### config.mk
export PLATFORM = sky130hd
export DESIGN_NAME = regfile_wb_queue
export DESIGN_NICKNAME = d
export VERILOG_FILES = /design/src/rtl/regfile_pkg.sv /design/src/rtl/regfile_wb_lookup.sv /design/src/rtl/regfile_wb_queue.sv
export SDC_FILE = /design/constraint.sdc
export NUM_CORES = 1
export LEC_CHECK = 0
export ABC_AREA = 1
export ABC_CLOCK_PERIOD_IN_PS = 4950
export CELL_PAD_IN_SITES_DETAIL_PLACEMENT = 0
export CELL_PAD_IN_SITES_GLOBAL_PLACEMENT = 1
export CORE_MARGIN = 2
export CORE_UTILIZATION = 41
export CTS_BUF_LIST = sky130_fd_sc_hd__clkbuf_8
export DETAILED_ROUTE_END_ITERATION = 6
export PLACE_DENSITY_LB_ADDON = 0.1
export SETUP_SLACK_MARGIN = 0.3
export SYNTH_ARGS = -nofsm -noshare
export SYNTH_HDL_FRONTEND = slang
export SYNTH_SLANG_ARGS = --single-unit
### constraint.sdc
create_clock -name clk -period 4.95 [get_ports clk]
set_input_delay 1.2375 -clock clk [delete_from_list [all_inputs] [get_ports clk]]
set_output_delay 1.2375 -clock clk [all_outputs]
set_load 0.01 [all_outputs]
### src/rtl/regfile_pkg.sv
// regfile_pkg: shared widths, write-back entry type and x0 constant for the register file write-back queue.
package regfile_pkg;
    localparam int REGISTER_COUNT = 32;
    localparam int DATA_LENGTH = 32;
    localparam int ADDR_W = $clog2(REGISTER_COUNT);
    localparam logic [ADDR_W-1:0] REG_ZERO = '0;
    typedef struct packed {
        logic [ADDR_W-1:0]      rd;
        logic [DATA_LENGTH-1:0] data;
    } wb_entry_t;
endpackage

### src/rtl/regfile_wb_lookup.sv
// wb_lookup: busy/youngest-value search of queued write-backs for one source register.
// Youngest-value forwarding is built only when REGFILE_WB_FORWARD_EN is defined.
module wb_lookup
    import regfile_pkg::*;
#(
    parameter int DEPTH = 4,
    parameter int PW = $clog2(DEPTH)
) (
    input  wb_entry_t [DEPTH-1:0]  entries,
    input  logic [DEPTH-1:0]       valid,
    input  logic [PW-1:0]          tail,
    input  logic [ADDR_W-1:0]      rs_addr,
    output logic                   busy,
    output logic [DATA_LENGTH-1:0] fwd_data
);
    logic [DEPTH-1:0] hit;
    always_comb begin
        hit = '0;
        for (int i = 0; i < DEPTH; i++)
            hit[i] = valid[i] && entries[i].rd == rs_addr && rs_addr != REG_ZERO;
    end
    assign busy = |hit;
`ifdef REGFILE_WB_FORWARD_EN
    logic [PW-1:0] idx;
    // Walk oldest to youngest so the entry nearest the tail wins.
    always_comb begin
        fwd_data = '0;
        idx = '0;
        for (int i = DEPTH; i >= 1; i--) begin
            idx = tail - PW'(i);
            if (hit[idx]) fwd_data = entries[idx].data;
        end
    end
`else
    logic unused_fwd;
    assign unused_fwd = ^{tail, entries};
    assign fwd_data = '0;
`endif
endmodule

### src/rtl/regfile_wb_queue.sv
// regfile_wb_queue: FIFO of completed results draining one write per cycle into the register file.
// Define REGFILE_WB_FORWARD_EN to drive rsN_fwd_data with the youngest queued value.
module regfile_wb_queue
    import regfile_pkg::*;
#(
    parameter int DEPTH = 4
) (
    input  logic                     clk,
    input  logic                     rst,
    input  logic                     in_valid,
    output logic                     in_ready,
    input  logic [ADDR_W-1:0]        in_rd,
    input  logic [DATA_LENGTH-1:0]   in_data,
    input  logic                     wb_hold,
    output logic [ADDR_W-1:0]        w_addr_reg,
    output logic [DATA_LENGTH-1:0]   w_data_reg,
    output logic                     w_ctrl_reg,
    input  logic [ADDR_W-1:0]        rs1_addr,
    input  logic [ADDR_W-1:0]        rs2_addr,
    output logic                     rs1_busy,
    output logic                     rs2_busy,
    output logic [DATA_LENGTH-1:0]   rs1_fwd_data,
    output logic [DATA_LENGTH-1:0]   rs2_fwd_data,
    output logic [$clog2(DEPTH):0]   count
);
    localparam int PW = $clog2(DEPTH);
    localparam int CW = PW + 1;
    logic [PW-1:0]          head_q, head_d, tail_q, tail_d;
    logic [CW-1:0]          count_q, count_d;
    logic [DEPTH-1:0]       valid_q, valid_d;
    wb_entry_t [DEPTH-1:0]  mem_q, mem_d;
    wb_entry_t              head_e;
    logic                   empty, push, pop;
    assign empty = count_q == '0;
    assign in_ready = count_q < CW'(DEPTH);
    // x0 results complete the handshake but are never stored.
    assign push = in_valid && in_ready && in_rd != REG_ZERO;
    assign w_ctrl_reg = !empty && !wb_hold && !rst;
    assign pop = w_ctrl_reg;
    assign head_e = empty ? '0 : mem_q[head_q];
    assign w_addr_reg = head_e.rd;
    assign w_data_reg = head_e.data;
    assign count = count_q;
    always_comb begin
        head_d = head_q;
        tail_d = tail_q;
        valid_d = valid_q;
        mem_d = mem_q;
        if (pop) begin
            valid_d[head_q] = 1'b0;
            head_d = head_q + 1'b1;
        end
        if (push) begin
            mem_d[tail_q] = '{rd: in_rd, data: in_data};
            valid_d[tail_q] = 1'b1;
            tail_d = tail_q + 1'b1;
        end
        count_d = count_q + CW'(push) - CW'(pop);
    end
    always_ff @(posedge clk) begin
        if (rst) begin
            head_q <= '0;
            tail_q <= '0;
            count_q <= '0;
            valid_q <= '0;
            mem_q <= '0;
        end else begin
            head_q <= head_d;
            tail_q <= tail_d;
            count_q <= count_d;
            valid_q <= valid_d;
            mem_q <= mem_d;
        end
    end
    wb_lookup #(.DEPTH(DEPTH)) u_rs1 (
        .entries(mem_q), .valid(valid_q), .tail(tail_q), .rs_addr(rs1_addr),
        .busy(rs1_busy), .fwd_data(rs1_fwd_data)
    );
    wb_lookup #(.DEPTH(DEPTH)) u_rs2 (
        .entries(mem_q), .valid(valid_q), .tail(tail_q), .rs_addr(rs2_addr),
        .busy(rs2_busy), .fwd_data(rs2_fwd_data)
    );
endmodule

==> changes_impl.md <==
## Implementation

- RSZ-0062 raised after global routing: no
- Worst Setup End Kind: output pin
- Via count normalized by instance count: 4.887
- Crit path max fanout: 7
- Dominant flop cell: dfxtp_1
- Vias post-DR: 7,712
- Total congestion overflow: 0
- Fmax: 232.9 MHz
- Layout Nets: 1,356
- Metal-1 WL: 11,590 um
- Core area: 0.02017 mm2
- Final hold vios: 0
- Power Dens Cells: 452.2 mW/mm2
- FF+latch count, synth: 159
- Filler instances: 2,189
- CTS H-tree lvls: 4
- Total GRT Usage: 23.15%
- DR pass1 iterations: 5
- Number of cell rows: 52
- Cts bufs inserted: 17
- I/O pin total: 159
- Reg2Reg Capture Point: count[2]
- Port buffer count: 94
- Worst hold path class: reg2reg
- Cells after Synth: 1,242
- Share of cells above drive strength 1: 5.046%
- Wire length on met3: 1069 um
- Met2 WL: 11,920 um
- CP arrival: 3060 ps
- TNS Setup: 0 ps
- Startpoint types: input pin
- Status: finished, final reports clean
- Critical path's slowest cell: clkdlybuf4s50_1
- Clock Sinks: 159
- Dpl hpwl: 14,480 um
- Die Y: 146.9 um
- Cells in synth_stat.txt: 1,242
- Clock transition at path regs: 70 ps
## per-layer routing
| metal | vias to the layer above | global-route usage (%) |
|---|---|---|
| met5 | - | 0 |
| met4 | 0 | 5.673 |
| met3 | 21 | 3.416 |
| met2 | 200 | 40.00 |
| met1 | 3566 | 30.56 |
| li1 | 3925 | - |
## flip-flops by register name (all words and copies together) (netlist names)
signal	cells
count	3
valid_q	4
tail_q	2
head_q	2
mem_q	148
## worst register-to-register path, delay by kind of cell (launching register included)
family          cells  cell delay (ps)
simple gates        4              680
fa+ha+maj           2              510
flops               1              430
compound gates      2              210
xor+xnor            1              170
buf+inv             2              120
## stage by stage
stage / cell area, um2 / worst slack, ps / hold slack, ps / cells / util, %
2_1_floorplan: 8610 / 1917 / 447.8 / 1305 / -
3_3_place_gp: 9052 / 681.6 / 460.5 / 1546 / 44.88
3_5_place_dp: 9052 / 675.1 / 463.5 / 1546 / 44.88
4_1_cts: 9504 / 666.1 / 475.9 / 1578 / 47.12
5_1_grt: 9504 / 457.1 / 486.4 / 1578 / 47.12
6_report: 9504 / 656.9 / 472.6 / 1578 / 47.12
## cell families (layout without fill, tap and decap cells)
group	after synthesis	count (layout)	synth area share [%]
compound gates	358	358	21.61
xor+xnor	6	6	0.6276
fa+ha+maj	10	10	1.584
buf+inv	261	264	17.24
flops	159	159	38.02
other cells	1	64	0.04479
simple gates	447	447	20.88
## layout make-up
class                   count  area (um2)  area share (%)
multi-input cells         885        3983           41.90
repair buffers            111        1094           11.51
flip-flops and latches    159        3184           33.50
inverters                 121       454.2           4.779
well taps                 270       337.8           3.555
clock buffers              17       234.0           2.462
clock inverters            15       217.7           2.291
## worst max path at each step
| stage | slack (ps) | depth (start not counted) | from | to |
|---|---|---|---|---|
| after floorplan | 1920 | 9 | rs2_addr[4] | rs2_busy |
| after global placement | 680 | 10 | rs1_addr[3] | rs1_busy |
| after detailed placement | 680 | 10 | rs2_addr[1] | rs2_busy |
| after CTS | 670 | 10 | rs2_addr[1] | rs2_busy |
| after global routing | 460 | 10 | rs2_addr[1] | rs2_busy |
| final | 660 | 10 | rs2_addr[1] | rs2_busy |
## cells in the mapped netlist (2+ instances only)
library cell	instances	area, um2
a21oi_1	127	635.6
a21oi_2	4	35.03
buf_1	9	33.78
buf_2	11	55.05
buf_4	64	480.5
buf_6	28	315.3
clkbuf_1	28	105.1
dfxtp_1	159	3183
ha_1	9	112.6
inv_1	115	431.7
inv_2	6	22.52
nand2_1	112	420.4
nand3_1	8	40.04
nand4_1	6	37.54
nor2_1	314	1179
nor2_4	4	45.04
o21ai_0	210	1051
o21ai_1	16	80.08
xnor2_1	2	17.52
xor2_1	4	35.03
## power breakdown
group	leakage, nW	total [mW]	internal, mW	switching, mW
Combinational	2.44	1.66	0.616	1.05
Clock	0.223	1.10	0.598	0.505
Sequential	1.30	1.53	1.44	0.0908
Fig. 1: wiring by layer
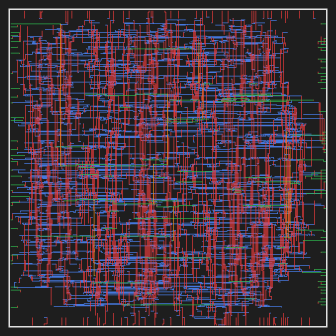
| layer | color | wire length |
|---|---|---|
| met4 | orange | 308 um |
| met1 | blue | 11,600 um |
| met3 | green | 1,070 um |
| met2 | red | 11,900 um |

Fig. 2: routed clock nets over the placement
The bar under the picture is 50 um long.
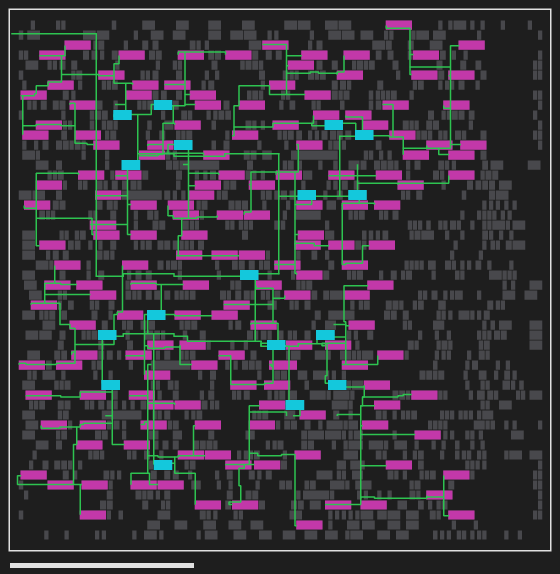
[cells driving clock nets] cyan | count: 17
[clock wires] green | length: 2,040 um
[flip-flops] magenta | count: 159
flops lie: all over the die
routed clock nets: 18
clk pwr: 1.10 mW
power share of the clock group: 25.7%
Skew-Pair Late Insertion Delay: 460 ps
Setup Skew: 17.09 ps

Power and IR drop assume default switching activity.
